File: src/rtl/sysarray_sequencer.sv
// Job sequencer for the systolic array: walks each tile of a job through
// accumulator flush, operand load, a fixed compute window and result capture,
// then hands the job's prune decision over from the mean unit.
module sysarray_sequencer #(
    parameter int COMPUTE_CYCLES = 12,
    parameter int TILE_BITS      = 4
) (
    input  logic                 clk,
    input  logic                 _reset,
    input  logic                 start,
    output logic                 start_ready,
    input  logic                 add_en,
    input  logic                 int_en,
    input  logic [TILE_BITS-1:0] num_tiles,
    input  logic                 head_prune,
    output logic                 _flush_acc,
    output logic                 op_load,
    output logic                 AddFlag,
    output logic                 IntFlag,
    output logic                 done,
    output logic                 endofINT_INT_Mat,
    output logic                 capture,
    output logic [TILE_BITS-1:0] tile_idx,
    output logic                 busy,
    output logic                 job_done,
    output logic                 prune_flag
);

    typedef enum logic [2:0] {
        IDLE    = 3'd0,
        FLUSH   = 3'd1,
        LOAD    = 3'd2,
        COMPUTE = 3'd3,
        CAPTURE = 3'd4,
        MEAN    = 3'd5
    } state_t;

    // The compute counter is loaded with COMPUTE_CYCLES-1 so that COMPUTE
    // occupies exactly COMPUTE_CYCLES cycles, leaving on the cycle it reads 0.
    localparam logic [7:0] CNT_LOAD = 8'(COMPUTE_CYCLES - 1);

    state_t               state;
    state_t               state_nxt;
    logic [7:0]           cnt;
    logic [TILE_BITS-1:0] tile_q;
    logic [TILE_BITS-1:0] last_q;
    logic                 add_q;
    logic                 int_q;
    logic                 prune_q;
    logic                 accept;
    logic                 last_tile;

    assign accept    = (state == IDLE) && start;
    assign last_tile = (tile_q == last_q);

    // State register; reset wins over any concurrent start.
    always_ff @(posedge clk) begin
        if (_reset) begin
            state <= IDLE;
        end else begin
            state <= state_nxt;
        end
    end

    // Next-state decode: every state other than COMPUTE lasts one cycle.
    always_comb begin
        state_nxt = state;
        case (state)
            IDLE:    if (start) state_nxt = FLUSH;
            FLUSH:   state_nxt = LOAD;
            LOAD:    state_nxt = COMPUTE;
            COMPUTE: if (cnt == 8'd0) state_nxt = CAPTURE;
            CAPTURE: state_nxt = last_tile ? MEAN : FLUSH;
            MEAN:    state_nxt = IDLE;
            default: state_nxt = IDLE;
        endcase
    end

    // Job context: options latched at acceptance so later input changes
    // cannot disturb a running job; tile index and compute countdown.
    always_ff @(posedge clk) begin
        if (_reset) begin
            cnt    <= 8'd0;
            tile_q <= '0;
            last_q <= '0;
            add_q  <= 1'b0;
            int_q  <= 1'b0;
        end else begin
            if (accept) begin
                tile_q <= '0;
                // A request for zero tiles runs as a single tile.
                last_q <= (num_tiles == '0) ? '0 : num_tiles - 1'b1;
                add_q  <= add_en;
                int_q  <= add_en && int_en;
            end else if (state == CAPTURE && !last_tile) begin
                tile_q <= tile_q + 1'b1;
            end else if (state == MEAN) begin
                tile_q <= '0;
            end

            if (state == LOAD) begin
                cnt <= CNT_LOAD;
            end else if (state == COMPUTE && cnt != 8'd0) begin
                cnt <= cnt - 8'd1;
            end
        end
    end

    // Prune decision is taken from the mean unit only when a job completes.
    always_ff @(posedge clk) begin
        if (_reset) begin
            prune_q <= 1'b0;
        end else if (state == MEAN) begin
            prune_q <= head_prune;
        end
    end

    // Output decode from state plus latched job context only.
    always_comb begin
        start_ready      = (state == IDLE);
        busy             = (state != IDLE);
        _flush_acc       = (state != FLUSH);
        op_load          = (state == LOAD);
        done             = (state == CAPTURE);
        capture          = (state == CAPTURE);
        endofINT_INT_Mat = (state == CAPTURE) && last_tile;
        job_done         = (state == MEAN);
        AddFlag          = 1'b0;
        IntFlag          = 1'b0;
        if (state == FLUSH || state == LOAD || state == COMPUTE || state == CAPTURE) begin
            AddFlag = add_q;
            IntFlag = int_q;
        end
        tile_idx         = tile_q;
        prune_flag       = prune_q;
    end

endmodule
File: config.mk
export PLATFORM = sky130hd
export DESIGN_NAME = sysarray_sequencer
export DESIGN_NICKNAME = d
export VERILOG_FILES = /design/src/rtl/sysarray_sequencer.sv
export SDC_FILE = /design/constraint.sdc
export NUM_CORES = 1
export LEC_CHECK = 0
export ABC_AREA = 0
export CAP_MARGIN = 20
export CORE_ASPECT_RATIO = 0.7
export CORE_MARGIN = 1.5
export CORE_UTILIZATION = 40
export DETAILED_ROUTE_END_ITERATION = 8
export GPL_TIMING_DRIVEN = 0
export PLACE_DENSITY = 0.71
export SYNTH_ARGS = -nofsm -noshare
export SYNTH_HDL_FRONTEND = slang
export SYNTH_SLANG_ARGS = --single-unit
File: constraint.sdc
create_clock -name clk -period 2.9 [get_ports clk]
set_input_delay 0.58 -clock clk [delete_from_list [all_inputs] [get_ports clk]]
set_output_delay 0.58 -clock clk [all_outputs]
set_load 0.01 [all_outputs]
Fig. 1: run 1, track usage over the die
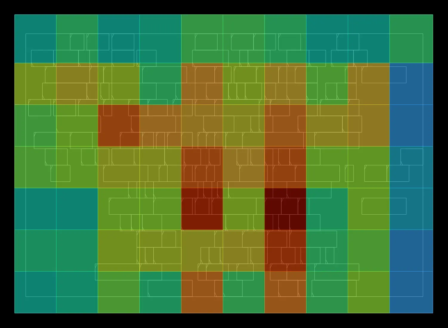
met3 Resource Use GR: 5.99%
met2 usage in global routing: 29.8%
DR WL/cell: 14.5 µm
share of the core filled with cells in the final layout: 54.9%

Fig. 2: run 1, pin placement
Pins as bars across the die edge, other pins in gray.
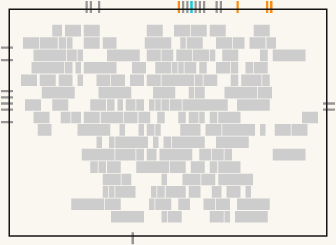
- cyan: job_done (pins 1; direction output; edge top)
- orange: tile_idx (pins 4; direction output; edge top)
- all pins by edge: 15 top, 7 left, 2 right, 1 bottom
die outline width: 69.3 µm
tally of buffers added on design ports: 24
die outline height: 49.4 µm

Fig. 3: run 1, signal wires on met3
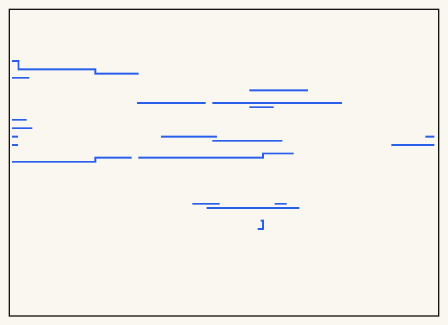
- share of all routed wire: 6.0%
- nets with wire on the layer: 17
- wire length on this layer: 171 µm
- main direction: horizontal
- longest straight run: 20.7 µm
vias after detailed routing: 1069
final wirelength: 2860 µm

==> flow_summary.toml, run 1 <==
# implementation run metrics
[pwr]
leakagePower_uw = 0.000646
power.clock.fraction_pct = 30.2

[hold_path]
min_from = "int_q$_SDFFE_PP0P_"
holdPathStages = 1
timing.hold.worst_endpoint = "int_q$_SDFFE_PP0P_"

[clocking]
cts_tree = "yes"

[sta]
clock_skew_ps = 2.05
timing.slew.headroom_pct = 53.9
final_hold_viol_count = 0
timing.final.crit_period_ps = 2710
timing.final.max_slew_violations = 0

[setup_path]
worstPathCellList = "xor2_1, or4_1, nor2_1, clkdlybuf4s50_1"
criticalPathCategory = "reg -> out"

[synthesis]
ys_seq_share_pct = 35.8
async_reset_ff_share_pct = 0
yosys.cell_count.top_type = "sky130_fd_sc_hd__dfxtp_1"
floorplan_nets = 146

[finish]
layout_top_cell_excl_fill_tap = "sky130_fd_sc_hd__clkdlybuf4s50_1"
sh_seq_area_pct = 28.0
design_area_um2 = 1570
fraction_of_final_layout_cells_sized_beyond_drive_strength_1_pct = 13.0

[routing]
remaining_drc_errors = 0
route.met3.wl_um = 171
drt-pass1-iter-count = 4

[floorplanning]
taps = 36
die-area_um2 = 3420

[outcome]
run_status = "finished clean"

[placed_design]
instance_count_after_placement_with_tap_cells_included = 193

[grt]
first_global_vias = 1092
grt_first_pass_wirelength_um = 4900
grt_max_degree = 13
Fig. 4: run 1, metal layers overlaid
Only two layers are drawn.
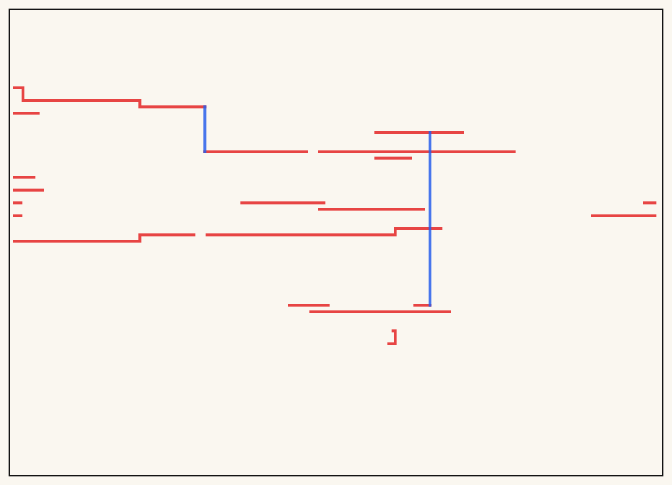

==> run 1 -> run 2 <==
--- a/config.mk
+++ b/config.mk
@@ -12,7 +12,7 @@
 export CORE_UTILIZATION = 40
 export DETAILED_ROUTE_END_ITERATION = 8
 export GPL_TIMING_DRIVEN = 0
-export PLACE_DENSITY = 0.71
+export PLACE_DENSITY = 0.62
 export SYNTH_ARGS = -nofsm -noshare
 export SYNTH_HDL_FRONTEND = slang
 export SYNTH_SLANG_ARGS = --single-unit
==> constraint.sdc (replaced) <==
create_clock -name clk -period 2.7 [get_ports clk]
set_input_delay 0.54 -clock clk [delete_from_list [all_inputs] [get_ports clk]]
set_output_delay 0.54 -clock clk [all_outputs]
set_load 0.01 [all_outputs]
Fig. 5: run 2, metal layers overlaid
Only two layers are drawn.
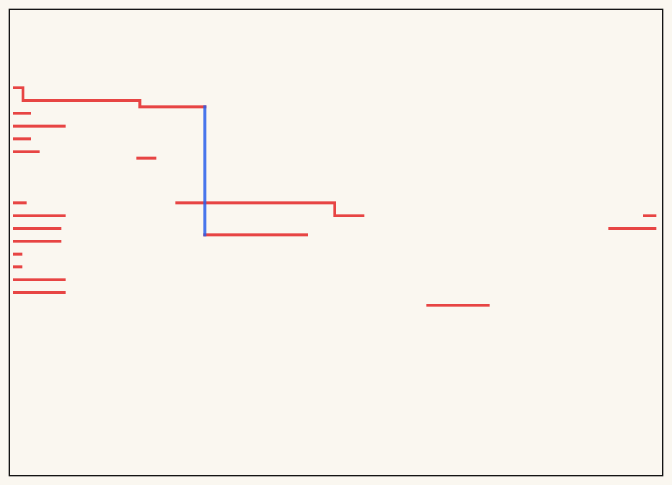
- blue: M4 (wire length 13.6 µm)
- red: M3 (wire length 108 µm)
vias after detailed routing: 1040
DR WL/cell: 13.2 µm
combined global-route utilization of all metal layers: 15.9%
final wirelength: 2600 µm

==> flow_summary.toml, run 2 <==
# implementation run metrics
[floorplanning]
die_x_um = 69.3
taps = 36
die-area_um2 = 3420

[clocking]
cts_tree = "yes"
post_cts_resized = 0

[grt]
grt_max_degree = 13
first_global_vias = 957
grt_first_pass_wirelength_um = 4370
groute.layer.met2.usage_pct = 24.0

[finish]
final.clkbuf_count = 4
final_core_util_pct = 55.1
fraction_of_final_layout_cells_sized_beyond_drive_strength_1_pct = 14.9
layout.area.top_class = "multi-input combinational cells"
largest_reg_flops = 8
sh_seq_area_pct = 28.1
layout_top_cell_excl_fill_tap = "sky130_fd_sc_hd__clkdlybuf4s50_1"
design_area_um2 = 1580

[sta]
setup-violations-final = 0
timing.final.max_slew_violations = 0
timing.slew.headroom_pct = 56.0
final_hold_viol_count = 0
timing.final.crit_period_ps = 2560
clock_skew_ps = 1.30

[placed_design]
tally_of_buffers_added_on_design_ports = 24

[routing]
remaining_drc_errors = 0
drt-pass1-iter-count = 4
route.met3.wl_um = 107

[setup_path]
criticalPathCategory = "reg -> out"
family_with_the_most_delay_on_the_worst_path = "simple AND/OR/NAND/NOR gates"
worstPathCellList = "xor2_1, or4_4, nor2_1, clkdlybuf4s50_1"
end_kind = "output pin"

[synthesis]
ys_seq_share_pct = 35.8
async_reset_ff_share_pct = 0
post_synth_most_frequent_cells = "sky130_fd_sc_hd__dfxtp_1, sky130_fd_sc_hd__nor2_1, sky130_fd_sc_hd__a21oi_1"
floorplan_nets = 146
synthAdderAreaFrac_pct = 3.05
synth-area-yosys_um2 = 1230
yosys.cell_count.top_type = "sky130_fd_sc_hd__dfxtp_1"

[pwr]
power.clock.fraction_pct = 30.5
leakagePower_uw = 0.000647

[hold_path]
holdPathStages = 1
timing.hold.worst_endpoint = "int_q$_SDFFE_PP0P_"
min_from = "int_q$_SDFFE_PP0P_"

[outcome]
run_status = "finished clean"
Fig. 6: run 2, signal wires on met3
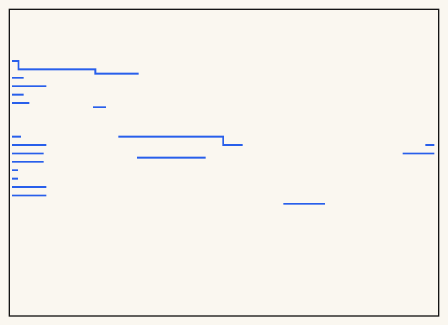
- wire length on this layer: 108 µm
- share of all routed wire: 4.1%
- longest straight run: 16.8 µm
- main direction: horizontal
- nets with wire on the layer: 18
met3 Resource Use GR: 4.96%

